==> run_1/clk_routes.png <==
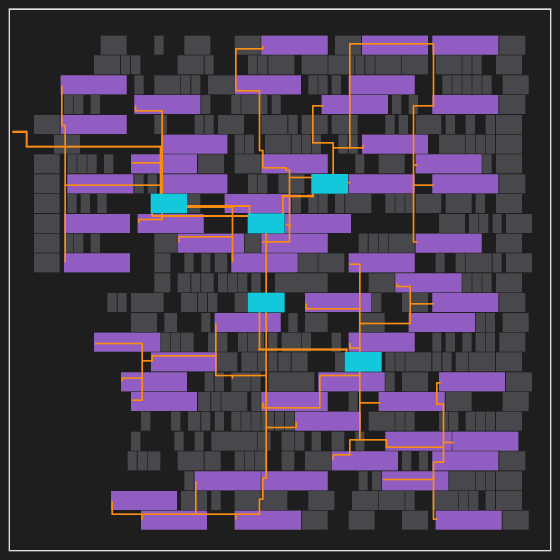
==> run_1/flops_by_reg.png <==
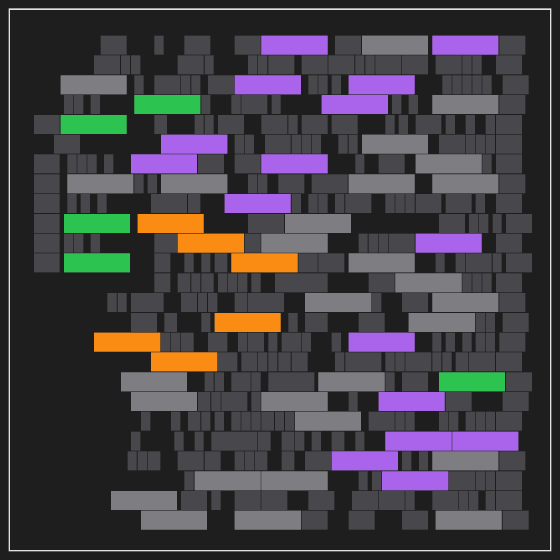
==> run_1/layer_met1.png <==
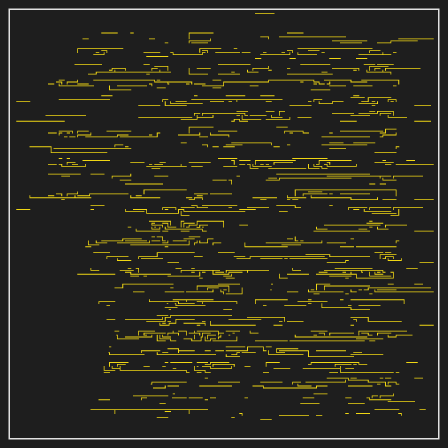
**src/rtl/polyvec_basemul_ctrl.sv**
```systemverilog
// polyvec_basemul_ctrl
// Sequences a polynomial base-multiplication engine over K rows per job:
// clear the engine, let it compute, then stream its 2^DEPTH result words
// out through a valid/ready register stage tagged with row and index.
// Optional build macro: PVBM_CTRL_TIMEOUT_EN adds a RUN-state watchdog
// that aborts to ERR when eng_done does not arrive within 4095 cycles.
module polyvec_basemul_ctrl #(
  parameter int DEPTH = 5,
  parameter int K     = 3
) (
  input  logic             clk_i,
  input  logic             reset_ni,
  input  logic             start_i,
  output logic             busy_o,
  output logic             done_o,
  output logic [1:0]       row_sel_o,
  output logic             eng_clr_o,
  output logic             eng_set_o,
  output logic             eng_readout_o,
  input  logic [15:0]      eng_dout_1_i,
  input  logic [15:0]      eng_dout_2_i,
  input  logic [DEPTH-1:0] eng_out_index_i,
  input  logic             eng_done_i,
  output logic             out_valid_o,
  input  logic             out_ready_i,
  output logic [15:0]      out_data_1_o,
  output logic [15:0]      out_data_2_o,
  output logic [1:0]       out_row_o,
  output logic [DEPTH-1:0] out_index_o,
  output logic             err_o
);

  typedef enum logic [2:0] {
    S_IDLE   = 3'd0,
    S_CLEAR  = 3'd1,
    S_RUN    = 3'd2,
    S_READ   = 3'd3,
    S_NEXT   = 3'd4,
    S_FINISH = 3'd5,
    S_ERR    = 3'd6
  } state_e;

  localparam logic [1:0]     LAST_ROW = 2'(K - 1);
  localparam logic [DEPTH:0] CNT_ONE  = (DEPTH + 1)'(1);

  state_e           state_q, state_d;
  logic [1:0]       row_q, row_d;
  logic [DEPTH:0]   cnt_q, cnt_d;      // words read from the engine this row
  logic             rd_s;              // readout strobe for this cycle
  logic             accept_s;          // output stage can take a new word
  logic             tmo_hit_s;         // watchdog expiry in RUN

  logic             busy_q, done_q, clr_q, set_q;
  logic             ov_q, ov_d;
  logic [15:0]      od1_q, od1_d, od2_q, od2_d;
  logic [1:0]       orow_q, orow_d;
  logic [DEPTH-1:0] oidx_q, oidx_d;

  assign accept_s = (~ov_q) | out_ready_i;

`ifdef PVBM_CTRL_TIMEOUT_EN
  logic [11:0] tmo_q, tmo_d;
  logic        err_q;

  // Watchdog: counts cycles spent in RUN, cleared in every other state.
  always_comb begin
    tmo_d = 12'd0;
    if (state_q == S_RUN) begin
      tmo_d = tmo_q + 12'd1;
    end else begin
      tmo_d = 12'd0;
    end
  end

  // Expiry fires on the 4095th RUN cycle without eng_done.
  assign tmo_hit_s = (tmo_q == 12'd4094);

  // Watchdog counter and error flag registers.
  always_ff @(posedge clk_i or negedge reset_ni) begin
    if (!reset_ni) begin
      tmo_q <= 12'd0;
      err_q <= 1'b0;
    end else begin
      tmo_q <= tmo_d;
      err_q <= (state_d == S_ERR);
    end
  end

  assign err_o = err_q;
`else
  assign tmo_hit_s = 1'b0;
  assign err_o     = 1'b0;
`endif

  // Next-state, row, word-counter and readout-strobe decode.
  always_comb begin
    state_d = state_q;
    row_d   = row_q;
    cnt_d   = cnt_q;
    rd_s    = 1'b0;
    case (state_q)
      S_IDLE: begin
        if (start_i) begin
          state_d = S_CLEAR;
          row_d   = 2'd0;
        end else begin
          state_d = S_IDLE;
        end
      end
      S_CLEAR: begin
        cnt_d   = '0;
        state_d = S_RUN;
      end
      S_RUN: begin
        if (eng_done_i) begin
          state_d = S_READ;
        end else if (tmo_hit_s) begin
          state_d = S_ERR;
        end else begin
          state_d = S_RUN;
        end
      end
      S_READ: begin
        // The top counter bit marks that all 2^DEPTH words have been read.
        rd_s = accept_s & ~cnt_q[DEPTH];
        if (rd_s) begin
          cnt_d = cnt_q + CNT_ONE;
        end else if (cnt_q[DEPTH] && accept_s) begin
          state_d = S_NEXT;
        end else begin
          state_d = S_READ;
        end
      end
      S_NEXT: begin
        if (row_q < LAST_ROW) begin
          row_d   = row_q + 2'd1;
          state_d = S_CLEAR;
        end else begin
          state_d = S_FINISH;
        end
      end
      S_FINISH: begin
        // start is deliberately not looked at here.
        state_d = S_IDLE;
      end
      S_ERR: begin
        if (start_i) begin
          state_d = S_IDLE;
        end else begin
          state_d = S_ERR;
        end
      end
      default: begin
        state_d = S_IDLE;
      end
    endcase
  end

  // State, row and counter registers; control outputs registered from next state.
  always_ff @(posedge clk_i or negedge reset_ni) begin
    if (!reset_ni) begin
      state_q <= S_IDLE;
      row_q   <= 2'd0;
      cnt_q   <= '0;
      busy_q  <= 1'b0;
      done_q  <= 1'b0;
      clr_q   <= 1'b0;
      set_q   <= 1'b0;
    end else begin
      state_q <= state_d;
      row_q   <= row_d;
      cnt_q   <= cnt_d;
      busy_q  <= (state_d != S_IDLE);
      done_q  <= (state_d == S_FINISH);
      clr_q   <= (state_d == S_CLEAR);
      set_q   <= (state_d == S_RUN);
    end
  end

  // Output stage: load on readout, drop valid once accepted, hold while stalled.
  always_comb begin
    ov_d   = ov_q;
    od1_d  = od1_q;
    od2_d  = od2_q;
    orow_d = orow_q;
    oidx_d = oidx_q;
    if (rd_s) begin
      ov_d   = 1'b1;
      od1_d  = eng_dout_1_i;
      od2_d  = eng_dout_2_i;
      orow_d = row_q;
      oidx_d = eng_out_index_i;
    end else if (out_ready_i) begin
      ov_d = 1'b0;
    end else begin
      ov_d = ov_q;
    end
  end

  // Output stage registers; reset discards any pending word.
  always_ff @(posedge clk_i or negedge reset_ni) begin
    if (!reset_ni) begin
      ov_q   <= 1'b0;
      od1_q  <= 16'd0;
      od2_q  <= 16'd0;
      orow_q <= 2'd0;
      oidx_q <= '0;
    end else begin
      ov_q   <= ov_d;
      od1_q  <= od1_d;
      od2_q  <= od2_d;
      orow_q <= orow_d;
      oidx_q <= oidx_d;
    end
  end

  assign busy_o        = busy_q;
  assign done_o        = done_q;
  assign row_sel_o     = row_q;
  assign eng_clr_o     = clr_q;
  assign eng_set_o     = set_q;
  assign eng_readout_o = rd_s;
  assign out_valid_o   = ov_q;
  assign out_data_1_o  = od1_q;
  assign out_data_2_o  = od2_q;
  assign out_row_o     = orow_q;
  assign out_index_o   = oidx_q;

endmodule

```
**config.mk**
```make
export PLATFORM = sky130hd
export DESIGN_NAME = polyvec_basemul_ctrl
export DESIGN_NICKNAME = d
export VERILOG_FILES = /design/src/rtl/polyvec_basemul_ctrl.sv
export SDC_FILE = /design/constraint.sdc
export NUM_CORES = 1
export LEC_CHECK = 0
export ABC_AREA = 1
export CAP_MARGIN = 20
export CORE_MARGIN = 2
export CORE_UTILIZATION = 47
export CTS_CLUSTER_DIAMETER = 80
export CTS_CLUSTER_SIZE = 12
export DETAILED_ROUTE_END_ITERATION = 7
export MAX_ROUTING_LAYER = met4
export PLACE_DENSITY = 0.85
export SYNTH_ARGS = -nofsm -noshare
export SYNTH_HDL_FRONTEND = slang
export SYNTH_SLANG_ARGS = --single-unit
```
**constraint.sdc**
```tcl
create_clock -name clk_i -period 2.7 [get_ports clk_i]
set_input_delay 0.54 -clock clk_i [delete_from_list [all_inputs] [get_ports clk_i]]
set_output_delay 0.54 -clock clk_i [all_outputs]
set_load 0.01 [all_outputs]
```
==> out/metrics.csv, run 1 <==
stage;metric;value;unit
yosys;yosysUniqueCellTypes;23;
timing;min_period_over_period;0.904;
global_routing;wire_length_of_the_first_global_routing_pass;7.86;mm
yosys;ys_area;0.00232;mm²
timing;finalSetupViolCount;0;
yosys;synthesis.area;0.00232;mm²
routing;drtPass1Iterations;4;
yosys;ys_cells;258;
yosys;yosys.stat.seqShare;0.594;
run_status;run_status;complete, no violations;
yosys;syn_area_per_cell;8.98;µm²
yosys;synth_warnings;0;
clock_tree;post-cts-setup-buffers;0;
critical_path;setup.worst_path.start_class;input pin;
power;p_clk_frac;0.123;
hold_path;hold_path.class;in2async;
power;pwr_density_cell;1070;mW/mm²
placement;placed_cells;407;
power;p_sw_frac;0.378;
critical_path;worst-path-max-fanout;2;
global_routing;globalRouteTotalUtil;0.187;
yosys;synth_top_cell_by_count;sky130_fd_sc_hd__nand2_1;
die;fp_util;0.490;
clock_tree;cts.sink_count;55;
clock_tree;cts_buffers;5;
timing;final-max-slew-violation-count;0;
clock_tree;cts_tree;yes;
power;power.ir.vdd_worst;578;µV
job;tool_warnings;26;
clock_tree;worst_setup_hold_path_clk_slew;100;ps
cells_and_area;final-instance-count-excl-fill;415;
cells_and_area;antenna_cells_inserted;0;
-- clk_routes.png (at the start) --
legend:
  clock wires:
    colour: orange
    length: 560 µm
  flip-flops:
    colour: purple
    count: 55
  clock drivers:
    colour: cyan
    count: 5
flops lie: all over the die
routed clock nets: 6
maximum clock skew at final layout: 8.31 ps
clk pwr: 0.436 mW

-- flops_by_reg.png (at the start) --
legend:
  out_data_1_o:
    colour: purple
    placed_flops: 16
  out_index_o:
    colour: green
    placed_flops: 5
  cnt_q:
    colour: orange
    placed_flops: 6
not coloured: 28
share of cell area taken by flip-flops and latches: 0.419
sequential-cell power consumption: 1.39 mW
sequential cell area: 0.00138 mm²
final core utilization: 0.696

-- layer_met1.png (at the start) --
wire length on this layer: 2110 µm
main direction: horizontal
longest straight run: 20.2 µm
share of all routed wire: 42%
nets with wire on the layer: 341
via count: 1941
met1 usage in global routing: 0.232
wire length reported by the detailed router: 4.97 mm

run 1: sequential cells by signal, summed over array words and instances, names as in the netlist:
name,count
state_q,3
out_data_1_o,16
out_valid_o,1
eng_set_o,1
cnt_q,6
out_data_2_o,16
busy_o,1
eng_clr_o,1
row_sel_o,2
out_row_o,2
done_o,1
out_index_o,5
run 1: power groups by stage:
stage / clock (mW) / combinational [mW] / sequential, mW
global route: 0.483 / 1.89 / 1.44
detailed placement: 0 / 1.73 / 1.41
finish: 0.436 / 1.70 / 1.39
CTS: 0.449 / 1.73 / 1.39
floorplan: 0 / 0.814 / 1.53
global placement: 0 / 1.68 / 1.39
run 1: kinds of logic after synthesis:
family / after synthesis / share of synthesized area
compound gates: 10 / 0.0265
fa+ha+maj: 1 / 0.00540
simple gates: 168 / 0.307
other cells: 1 / 0.00162
flops: 55 / 0.594
buf+inv: 23 / 0.0648
run 1: worst max-delay path: stages:
cell	delay, ps
sky130_fd_sc_hd__clkdlybuf4s50_1	470
sky130_fd_sc_hd__inv_1	40
sky130_fd_sc_hd__nand2_1	70
sky130_fd_sc_hd__nand2_1	120
sky130_fd_sc_hd__nor2_8	100
sky130_fd_sc_hd__clkdlybuf4s50_1	560
run 1: cells in the final DEF, fill, tap and decap left out, types with 2 or more instances in the layout:
master                            count
sky130_fd_sc_hd__nand2_1            134
sky130_fd_sc_hd__clkdlybuf4s50_1     87
sky130_fd_sc_hd__dfrtp_1             55
sky130_fd_sc_hd__inv_1               13
sky130_fd_sc_hd__nor2_1              12
sky130_fd_sc_hd__nand3_1             10
sky130_fd_sc_hd__clkbuf_8             5
sky130_fd_sc_hd__o21ai_0              4
sky130_fd_sc_hd__nand4_1              3
sky130_fd_sc_hd__buf_4                3
sky130_fd_sc_hd__nand3_4              2
sky130_fd_sc_hd__nand2_2              2
sky130_fd_sc_hd__nor2_2               2
sky130_fd_sc_hd__a21oi_1              2
run 1: metal layers:
metal,routed length (µm),GRT usage
met1,2110,0.232
met2,2460,0.313
met3,388,0.0474
met4,8,0.0364
met5,0,-
run 1: final cells by class:
class	count	area, µm²
clock buffer	6	72.6
clock inverter	2	12.5
fill	363	1440
inverter	14	52.6
multi-input combinational	180	790
sequential	55	1380
tap	67	83.8
timing repair buffer	91	898
run 1: worst paths after layout:
check / startpoint / endpoint / slack [ps] / cells after the start
min in group clk_i: out_data_1_o[14]$_DFFE_PN0P_ / out_data_1_o[14]$_DFFE_PN0P_ / 480 / 2
setup / recovery: out_ready_i / eng_readout_o / 260 / 6
hold reg to reg: out_data_1_o[14]$_DFFE_PN0P_ / out_data_1_o[14]$_DFFE_PN0P_ / 480 / 2
hold / removal: reset_ni / out_data_2_o[13]$_DFFE_PN0P_ / 120 / 1
max in group asynchronous: reset_ni / cnt_q[4]$_DFFE_PN0P_ / 1750 / 2
setup reg to reg: state_q[0]$_DFF_PN0_ / cnt_q[3]$_DFFE_PN0P_ / 1040 / 6
==> run 2: changes to the inputs <==
--- a/config.mk
+++ b/config.mk
@@ -12,6 +12,7 @@
 export CTS_CLUSTER_DIAMETER = 80
 export CTS_CLUSTER_SIZE = 12
 export DETAILED_ROUTE_END_ITERATION = 7
+export GPL_ROUTABILITY_DRIVEN = 0
 export MAX_ROUTING_LAYER = met4
 export PLACE_DENSITY = 0.85
 export SYNTH_ARGS = -nofsm -noshare
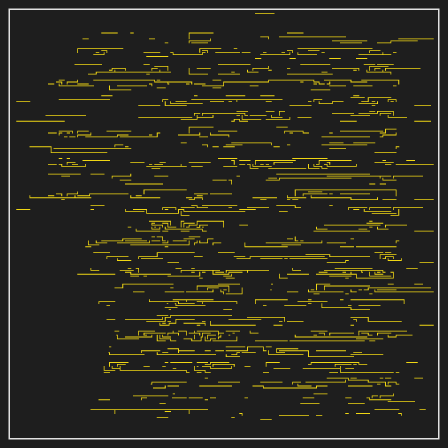
(run_2/layer_met1.png)
nets with wire on the layer: 341
main direction: horizontal
share of all routed wire: 42%
wire length on this layer: 2110 µm

==> run 2 against run 1 <==
Effect of this change: synthesized cell count unchanged; flip-flop count unchanged; critical path depth unchanged; combinational power about the same; largest cell class unchanged; die size unchanged; setup slack unchanged; clock power about the same.
==> out/metrics.csv, run 2 <==
stage;metric;value;unit;change
critical_path;worst_path_buf_inv;3;;unchanged
yosys;syn_area_per_cell;8.98;µm²;unchanged
cells_and_area;lay_top_count;sky130_fd_sc_hd__nand2_1;;unchanged
power;p_sw_frac;0.378;;unchanged
routing;vias;1941;;unchanged
timing;final-max-slew-violation-count;0;;unchanged
global_routing;wire_length_of_the_first_global_routing_pass;7.86;mm;unchanged
run_status;run_status;complete, no violations;;unchanged
yosys;synth_top_cell_by_count;sky130_fd_sc_hd__nand2_1;;unchanged
global_routing;globalRouteTotalUtil;0.187;;unchanged
critical_path;slowest_library_cell_on_the_worst_path;sky130_fd_sc_hd__clkdlybuf4s50_1;;unchanged
clock_tree;cts_buffers;5;;unchanged
clock_tree;worst_setup_hold_path_clk_slew;100;ps;about the same
yosys;synthesis.area;0.00232;mm²;unchanged
power;pwr_density_cell;1070;mW/mm²;unchanged
routing;drtPass1Iterations;4;;unchanged
yosys;synth_warnings;0;;unchanged
yosys;yosysUniqueCellTypes;23;;unchanged
timing;clock_skew;8.31;ps;unchanged
critical_path;reg2reg_setup_slack;1040;ps;about the same
power;p_clk_frac;0.123;;about the same
critical_path;setup.worst_path.start_class;input pin;;unchanged
hold_path;hold_path.class;in2async;;unchanged
run 2: worst max-delay path by stage:
stage,to,slack [ps],start,cells after the start
final,eng_readout_o,260,out_ready_i,6
after global routing,eng_readout_o,210,out_ready_i,6
after CTS,eng_readout_o,240,out_ready_i,6
after detailed placement,eng_readout_o,250,out_ready_i,6
after global placement,eng_readout_o,240,out_ready_i,6
after floorplan,eng_readout_o,1020,out_ready_i,5
run 2: kinds of logic after synthesis:
logic type / count (synthesis) / share of synthesized area
AND-OR/OR-AND: 10 / 0.0265
flip-flops: 55 / 0.594
AND/OR/NAND/NOR: 168 / 0.307
buffers and inverters: 23 / 0.0648
adder cells (fa/ha/maj): 1 / 0.00540
other: 1 / 0.00162
run 2: final cells by class:
type / count / area (µm²)
timing repair buffer: 91 / 898
clock inverter: 2 / 12.5
inverter: 14 / 52.6
sequential: 55 / 1380
fill: 363 / 1440
multi-input combinational: 180 / 790
tap: 67 / 83.8
clock buffer: 6 / 72.6
run 2: metal layers:
metal / global-route usage / routed length (µm) / up-vias
li1: - / - / 969
met1: 0.232 / 2110 / 907
met2: 0.313 / 2460 / 63
met3: 0.0474 / 388 / 2
met4: 0.0364 / 8 / 0
met5: - / 0 / -
run 2: power groups by stage:
stage / clock network (mW) / registers, mW / logic [mW]
6_report: 0.436 / 1.39 / 1.70
5_1_grt: 0.483 / 1.44 / 1.89
4_1_cts: 0.449 / 1.39 / 1.73
3_5_place_dp: 0 / 1.41 / 1.73
3_3_place_gp: 0 / 1.39 / 1.68
2_1_floorplan: 0 / 1.53 / 0.814
==> run 3: changes to the inputs <==
--- a/config.mk
+++ b/config.mk
@@ -6,6 +6,7 @@
 export NUM_CORES = 1
 export LEC_CHECK = 0
 export ABC_AREA = 1
+export ABC_CLOCK_PERIOD_IN_PS = 2700
 export CAP_MARGIN = 20
 export CORE_MARGIN = 2
 export CORE_UTILIZATION = 47
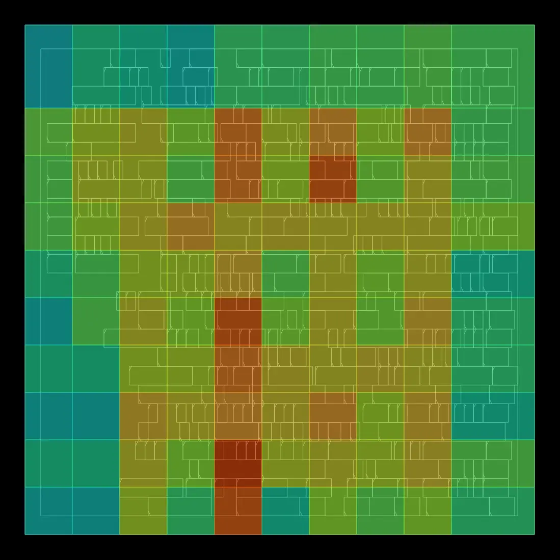
(run_3/congestion.png)
met2 layer usage reported by global route: 0.313
average wire length per cell after detail routing: 12.0 µm

==> run 3 against run 2 <==
Effect of this change: synthesized cell count stayed put; total power stayed put; flip-flop count stayed put; sequential power hardly changed; sequential share of layout area stayed put; non-clock buffer count stayed put; utilization stayed put; register-to-register slack hardly changed; clock power hardly changed; clock skew stayed put; critical path depth stayed put; critical path type unchanged; highest routed layer unchanged.
==> out/metrics.csv, run 3 <==
stage;metric;value;unit;change
run_status;run_status;complete, no violations;;unchanged
placement;placed_cells;407;;unchanged
yosys;synthesis.area;0.00232;mm²;unchanged
timing;min_period_over_period;0.904;;unchanged
cells_and_area;final-instance-count-excl-fill;415;;unchanged
yosys;synth.logic.top_family;simple AND/OR/NAND/NOR gates;;unchanged
yosys;ys_cells;258;;unchanged
global_routing;globalRouteTotalUtil;0.187;;unchanged
yosys;proportion_of_synthesized_area_in_mux_cells;0;;unchanged
cells_and_area;lay_top_count;sky130_fd_sc_hd__nand2_1;;unchanged
routing;drtPass1Iterations;4;;unchanged
clock_tree;post-cts-setup-buffers;0;;unchanged
yosys;synth-simple-area-share;0.307;;unchanged
die;fp_util;0.490;;unchanged
critical_path;worst-path-max-fanout;2;;unchanged
die;fp.coreArea;0.00472;mm²;unchanged
global_routing;wire_length_of_the_first_global_routing_pass;7.86;mm;unchanged
cells_and_area;antenna_cells_inserted;0;;unchanged
yosys;synth_warnings;0;;unchanged
yosys;xor_area_frac;0;;unchanged
cells_and_area;fillCellCount;363;;unchanged
yosys;synth_top_cell_by_count;sky130_fd_sc_hd__nand2_1;;unchanged
timing;setup_ws;260;ps;unchanged
timing;period_minus_slack;2440;ps;unchanged
timing;finalSetupViolCount;0;;unchanged
clock_tree;cts_buffers;5;;unchanged
job;tool_warnings;26;;unchanged
clock_tree;worst_setup_hold_path_clk_slew;100;ps;about the same
routing;wire_length_reported_by_the_detailed_router;4.97;mm;unchanged
yosys;yosys.area_share.adder;0.00540;;unchanged
cells_and_area;final_util;0.696;;unchanged
power;power.ir.vdd_worst;578;µV;unchanged
critical_path;setup.worst_path.start_class;input pin;;unchanged
hold_path;hold_path.class;in2async;;unchanged
global_routing;number_of_global_route_vias_before_repair;1814;;unchanged
timing;clock_skew;8.31;ps;unchanged
clock_tree;cts.sink_count;55;;unchanged
routing;vias;1941;;unchanged
yosys;yosysUniqueCellTypes;23;;unchanged
timing;final-max-slew-violation-count;0;;unchanged
power;pwr_density_cell;1070;mW/mm²;unchanged
yosys;syn_area_per_cell;8.98;µm²;unchanged
clock_tree;cts_tree;yes;;unchanged
yosys;ys_area;0.00232;mm²;unchanged
[run 3: area by class of cell]
| type | instances | area, µm² | area share |
|---|---|---|---|
| repair buffers | 91 | 898 | 0.273 |
| multi-input cells | 180 | 790 | 0.240 |
| flip-flops and latches | 55 | 1380 | 0.419 |
| clock buffers | 6 | 72.6 | 0.0221 |
| well taps | 67 | 83.8 | 0.0255 |
| inverters | 14 | 52.6 | 0.0160 |
| clock inverters | 2 | 12.5 | 0.00381 |
[run 3: final timing paths]
| check | start | end | slack (ps) | depth (start not counted) |
|---|---|---|---|---|
| worst max register to register | state_q[0]$_DFF_PN0_ | cnt_q[3]$_DFFE_PN0P_ | 1040 | 6 |
| worst min-delay path | reset_ni | out_data_2_o[13]$_DFFE_PN0P_ | 120 | 1 |
| worst max-delay path | out_ready_i | eng_readout_o | 260 | 6 |
| min in group clk_i | out_data_1_o[14]$_DFFE_PN0P_ | out_data_1_o[14]$_DFFE_PN0P_ | 480 | 2 |
| max in group asynchronous | reset_ni | cnt_q[4]$_DFFE_PN0P_ | 1750 | 2 |
| worst min register to register | out_data_1_o[14]$_DFFE_PN0P_ | out_data_1_o[14]$_DFFE_PN0P_ | 480 | 2 |
[run 3: logic make-up (layout without fill, tap and decap cells)]
family	count (synthesis)	in the layout
flip-flops	55	55
buffers and inverters	23	113
AND-OR/OR-AND	10	10
adder cells (fa/ha/maj)	1	1
AND/OR/NAND/NOR	168	168
other	1	1
[run 3: report_power, final]
group	switching [mW]	total, mW	internal, mW
clock network	0.254	0.436	0.182
logic	0.862	1.70	0.839
registers	0.218	1.39	1.17
[run 3: per-layer routing]
metal / vias to the layer above / GRT usage / wire length (µm)
met5: - / - / 0
met4: 0 / 0.0364 / 8
met3: 2 / 0.0474 / 388
met2: 63 / 0.313 / 2460
met1: 907 / 0.232 / 2110
li1: 969 / - / -
[run 3: worst max-delay path: stages]
cell and delay (ps):
sky130_fd_sc_hd__clkdlybuf4s50_1 470, sky130_fd_sc_hd__inv_1 40, sky130_fd_sc_hd__nand2_1 70, sky130_fd_sc_hd__nand2_1 120, sky130_fd_sc_hd__nor2_8 100, sky130_fd_sc_hd__clkdlybuf4s50_1 560
Power figures rest on the tool's default switching activity, not on a simulated workload.
